===== src/rtl/dmem_vga_pkg.sv =====
// Shared constants for the data-memory VGA reader: 640x480@60 timing, bitmap geometry, VGA bit layout.
// Optional cursor highlight is enabled with DMEM_VGA_CURSOR_EN.
package dmem_vga_pkg;

  localparam int H_VISIBLE = 640;
  localparam int H_FRONT   = 16;
  localparam int H_SYNC    = 96;
  localparam int H_BACK    = 48;
  localparam int H_TOTAL   = H_VISIBLE + H_FRONT + H_SYNC + H_BACK;  // 800

  localparam int V_VISIBLE = 480;
  localparam int V_FRONT   = 10;
  localparam int V_SYNC    = 2;
  localparam int V_BACK    = 33;
  localparam int V_TOTAL   = V_VISIBLE + V_FRONT + V_SYNC + V_BACK;  // 525

  localparam int CNT_W = 10;
  typedef logic [CNT_W-1:0] cnt_t;

  localparam cnt_t H_LAST     = cnt_t'(H_TOTAL - 1);
  localparam cnt_t H_VIS_END  = cnt_t'(H_VISIBLE);
  localparam cnt_t H_SYNC_BEG = cnt_t'(H_VISIBLE + H_FRONT);
  localparam cnt_t H_SYNC_END = cnt_t'(H_VISIBLE + H_FRONT + H_SYNC);
  localparam cnt_t V_LAST     = cnt_t'(V_TOTAL - 1);
  localparam cnt_t V_VIS_END  = cnt_t'(V_VISIBLE);
  localparam cnt_t V_SYNC_BEG = cnt_t'(V_VISIBLE + V_FRONT);
  localparam cnt_t V_SYNC_END = cnt_t'(V_VISIBLE + V_FRONT + V_SYNC);

  // 64x64 bitmap cells, each cell 4x4 screen pixels, 16 cells per memory word.
  localparam int   SCALE_LOG2 = 2;
  localparam cnt_t BITMAP_END = cnt_t'(256);
  localparam int   WORD_W     = 16;
  localparam int   ADDR_W     = 8;

  localparam int VGA_W        = 7;
  localparam int VGA_HS_BIT   = 6;
  localparam int VGA_VS_BIT   = 5;
  localparam int VGA_COLOR_HI = 4;
  localparam int COLOR_W      = 5;
  localparam logic [VGA_W-1:0] VGA_IDLE = 7'b110_0000;

  // Leftmost cell of a word is its MSB.
  function automatic logic [3:0] bit_of(input logic [3:0] col_lo);
    return 4'd15 - col_lo;
  endfunction

endpackage


===== src/rtl/dmem_vga_reader_if.sv =====
// Bus between the VGA reader (master), data-memory read port B and the VGA pins.
// cursor_addr exists only when DMEM_VGA_CURSOR_EN is defined.
interface dmem_vga_reader_if;
  import dmem_vga_pkg::*;

  logic [ADDR_W-1:0] mem_addr;
  logic [WORD_W-1:0] mem_data;
  logic [VGA_W-1:0]  vga;
  logic              frame_start;
`ifdef DMEM_VGA_CURSOR_EN
  logic [ADDR_W-1:0] cursor_addr;
`endif

  modport master (
    output mem_addr, vga, frame_start,
    input  mem_data
`ifdef DMEM_VGA_CURSOR_EN
    , input cursor_addr
`endif
  );

  modport slave (
    input  mem_addr, vga, frame_start,
    output mem_data
`ifdef DMEM_VGA_CURSOR_EN
    , output cursor_addr
`endif
  );

endinterface


===== src/rtl/vga_timing.sv =====
// Pixel-clock divider plus 800x525 h/v scan counters; raw syncs, visible flag, frame-start pulse.
// CLK_DIV must be at least 2 so the divider has a register bit.
module vga_timing
  import dmem_vga_pkg::*;
#(
  parameter int CLK_DIV = 4
) (
  input  logic clk,
  input  logic rst_n,
  output logic tick_o,
  output cnt_t h_o,
  output cnt_t v_o,
  output cnt_t h_next_o,
  output cnt_t v_next_o,
  output logic hs_o,
  output logic vs_o,
  output logic visible_o,
  output logic frame_start_o
);

  localparam int DIV_W = $clog2(CLK_DIV);
  localparam logic [DIV_W-1:0] DIV_LAST = DIV_W'(CLK_DIV - 1);

  logic [DIV_W-1:0] div_q;
  cnt_t             h_q, v_q, h_d, v_d;
  logic             frame_start_q;

  assign tick_o = (div_q == DIV_LAST);

  always_comb begin
    // NOTE: defaults first, so every path assigns h_d/v_d and no latch is inferred.
    h_d = h_q + 1'b1;
    v_d = v_q;
    if (h_q == H_LAST) begin
      h_d = '0;
      v_d = (v_q == V_LAST) ? '0 : v_q + 1'b1;
    end
  end

  always_ff @(posedge clk or negedge rst_n) begin
    if (!rst_n) begin
      div_q         <= '0;
      h_q           <= '0;
      v_q           <= '0;
      frame_start_q <= 1'b0;
    end else begin
      // NOTE: non-blocking, so every register here sees the pre-edge values of the others.
      div_q         <= tick_o ? '0 : div_q + 1'b1;
      frame_start_q <= tick_o && (h_q == H_LAST) && (v_q == V_LAST);
      if (tick_o) begin
        h_q <= h_d;
        v_q <= v_d;
      end
    end
  end

  assign h_o           = h_q;
  assign v_o           = v_q;
  assign h_next_o      = h_d;
  assign v_next_o      = v_d;
  assign hs_o          = !((h_q >= H_SYNC_BEG) && (h_q < H_SYNC_END));
  assign vs_o          = !((v_q >= V_SYNC_BEG) && (v_q < V_SYNC_END));
  assign visible_o     = (h_q < H_VIS_END) && (v_q < V_VIS_END);
  assign frame_start_o = frame_start_q;

endmodule


===== src/rtl/dmem_vga_reader.sv =====
// Scans data memory through read port B and draws it as a 64x64 (4x scaled) bitmap on 7-bit VGA.
// Defining DMEM_VGA_CURSOR_EN adds cursor_addr and highlights clear bits of that word.
module dmem_vga_reader
  import dmem_vga_pkg::*;
#(
  parameter int                 CLK_DIV      = 4,
  parameter logic [COLOR_W-1:0] FG_COLOR     = 5'b11111,
  parameter logic [COLOR_W-1:0] BG_COLOR     = 5'b00000,
  parameter logic [COLOR_W-1:0] CURSOR_COLOR = 5'b11000
) (
  input  logic               clk,
  input  logic               rst_n,
  dmem_vga_reader_if.master  bus
);

  logic              tick, hs_raw, vs_raw, visible, frame_start;
  cnt_t              h_cnt, v_cnt, h_next, v_next;
  logic [ADDR_W-1:0] mem_addr_q, mem_addr_d;
  logic [VGA_W-1:0]  vga_q, vga_d;
  logic [COLOR_W-1:0] color;
  logic              in_bitmap, bit_on, cursor_hit;
  logic              unused_next_bits;

  vga_timing #(.CLK_DIV(CLK_DIV)) u_timing (
    .clk           (clk),
    .rst_n         (rst_n),
    .tick_o        (tick),
    .h_o           (h_cnt),
    .v_o           (v_cnt),
    .h_next_o      (h_next),
    .v_next_o      (v_next),
    .hs_o          (hs_raw),
    .vs_o          (vs_raw),
    .visible_o     (visible),
    .frame_start_o (frame_start)
  );

  // Word for the position the counters move to on this tick: {cell row, cell column / 16}.
  assign mem_addr_d       = {v_next[7:SCALE_LOG2], h_next[7:6]};
  assign unused_next_bits = ^{h_next[9:8], h_next[5:0], v_next[9:8], v_next[1:0]};

  // mem_data now holds the word for (h_cnt, v_cnt), fetched when the counters arrived here.
  assign in_bitmap = visible && (h_cnt < BITMAP_END) && (v_cnt < BITMAP_END);
  assign bit_on    = bus.mem_data[bit_of(h_cnt[5:2])];

`ifdef DMEM_VGA_CURSOR_EN
  assign cursor_hit = (mem_addr_q == bus.cursor_addr);
`else
  assign cursor_hit = 1'b0;
`endif

  always_comb begin
    color = '0;
    if (in_bitmap) begin
      color = bit_on ? FG_COLOR : (cursor_hit ? CURSOR_COLOR : BG_COLOR);
    end
    vga_d                  = '0;
    vga_d[VGA_HS_BIT]      = hs_raw;
    vga_d[VGA_VS_BIT]      = vs_raw;
    vga_d[VGA_COLOR_HI:0]  = color;
  end

  // Syncs and colour share one register stage so they stay aligned one pixel behind the counters.
  always_ff @(posedge clk or negedge rst_n) begin
    if (!rst_n) begin
      mem_addr_q <= '0;
      vga_q      <= VGA_IDLE;
    end else if (tick) begin
      mem_addr_q <= mem_addr_d;
      vga_q      <= vga_d;
    end
  end

  assign bus.mem_addr    = mem_addr_q;
  assign bus.vga         = vga_q;
  assign bus.frame_start = frame_start;

endmodule


===== src/flat_wrapper.sv =====
// flat-port wrapper written by rule: the top's interface ports become plain ports
module dmem_vga_reader_flat import dmem_vga_pkg::*;
#(
  parameter int                 CLK_DIV      = 4,
  parameter logic [COLOR_W-1:0] FG_COLOR     = 5'b11111,
  parameter logic [COLOR_W-1:0] BG_COLOR     = 5'b00000,
  parameter logic [COLOR_W-1:0] CURSOR_COLOR = 5'b11000
)
  (clk, rst_n, bus_mem_addr, bus_vga, bus_frame_start, bus_mem_data);
  dmem_vga_reader_if bus_i ();
  input  logic clk;
  input  logic rst_n;
  output wire logic [$bits(bus_i.mem_addr)-1:0] bus_mem_addr;
  output wire logic [$bits(bus_i.vga)-1:0] bus_vga;
  output wire logic [$bits(bus_i.frame_start)-1:0] bus_frame_start;
  input wire logic [$bits(bus_i.mem_data)-1:0] bus_mem_data;
  assign bus_mem_addr = bus_i.mem_addr;
  assign bus_vga = bus_i.vga;
  assign bus_frame_start = bus_i.frame_start;
  assign bus_i.mem_data = bus_mem_data;
  dmem_vga_reader #(.CLK_DIV(CLK_DIV), .FG_COLOR(FG_COLOR), .BG_COLOR(BG_COLOR), .CURSOR_COLOR(CURSOR_COLOR)) u_core (.clk(clk), .rst_n(rst_n), .bus(bus_i));
endmodule

===== config.mk =====
export PLATFORM = sky130hd
export DESIGN_NAME = dmem_vga_reader_flat
export DESIGN_NICKNAME = d
export VERILOG_FILES = /design/src/rtl/dmem_vga_pkg.sv /design/src/rtl/dmem_vga_reader_if.sv /design/src/rtl/vga_timing.sv /design/src/rtl/dmem_vga_reader.sv /design/src/flat_wrapper.sv
export SDC_FILE = /design/constraint.sdc
export NUM_CORES = 1
export LEC_CHECK = 0
export CAP_MARGIN = 10
export CORE_AREA = 2 2 60 62
export DETAILED_ROUTE_END_ITERATION = 7
export DIE_AREA = 0 0 62 64
export PLACE_DENSITY = 0.83
export SYNTH_ARGS = -nofsm -noshare
export SYNTH_HDL_FRONTEND = slang
export SYNTH_SLANG_ARGS = --single-unit

===== constraint.sdc =====
create_clock -name clk -period 1.9 [get_ports clk]
set_input_delay 0.285 -clock clk [delete_from_list [all_inputs] [get_ports clk]]
set_output_delay 0.285 -clock clk [all_outputs]
set_load 0.05 [all_outputs]

Figure 1. Cell outlines without signal wires.
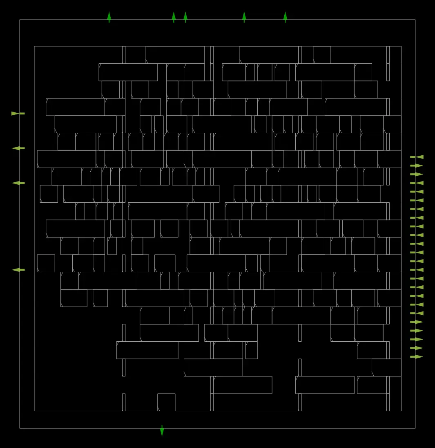
post-layout instance count excluding filler cells: 231
final standard cell utilization of the core: 59.77%
Seq area share: 33.33%

Figure 2. Pin map.
Drawn at 8 px/um. Pins as bars across the die edge, other pins in gray.
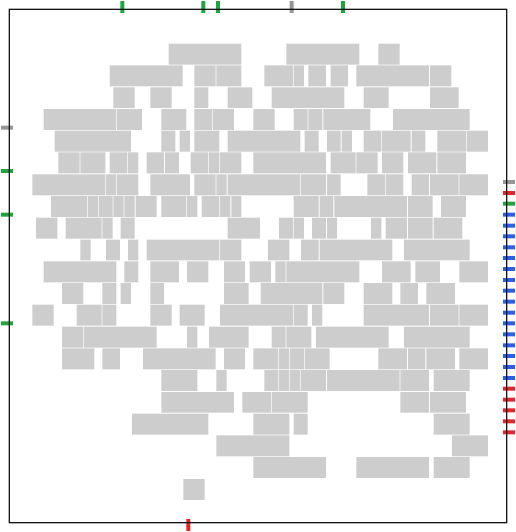
Blue marks bus_mem_data, pins 16, direction input, edge east. Green marks bus_mem_addr, pins 8, direction output, edge 4 north, 3 west, 1 east. Red marks bus_vga, pins 7, direction output, edge 6 east, 1 south.
die extent in y: 64 um
Die W: 62 um

==> Implementation_results.wiki <==
=== Physical design figures ===
{| class="wikitable"
! Metric !! Value
|-
| Number of vias after detailed routing || 1295
|-
| Seq/Total Area, Yosys || approximately 41%
|-
| Post-Route WL || 3577 um
|-
| CTS buffer count || 3
|-
| Max Used Layer || met4
|-
| Net switching share of the total power || 22.76%
|-
| Storage element area || 654.4 sq um
|-
| Setup violation total in the final timing report || 0
|-
| Root buf cell || clkbuf_4
|-
| Final Cycle Share || 96.94%
|-
| Initial antenna violation count || 0
|-
| Run status || finished clean
|-
| Post-DR wirelength/cell || 15.48 um
|-
| Ant. Diodes || 0
|-
| Avg Vias per Cell || roughly 5.6
|-
| Worst setup path endpoint || u_core.u_timing.v_o[8]$_DFFE_PN0P_
|-
| Combinational power || 0.0000866 W
|-
| Tapcells inserted || 46
|-
| Cell Count Post-Placement || 226
|-
| Worst Tran Pin Value || 506.9 ps
|-
| Count of multi-input combinational gates || between 100 and 150
|-
| Global-route wire length before repair || approximately 6000 um
|-
| Worst Clk Skew || 2.236 ps
|-
| Leading cell type in the layout, fill and taps excluded || dfrtp_1
|}
No activity file was given, so power comes from the tool's default toggle rates.
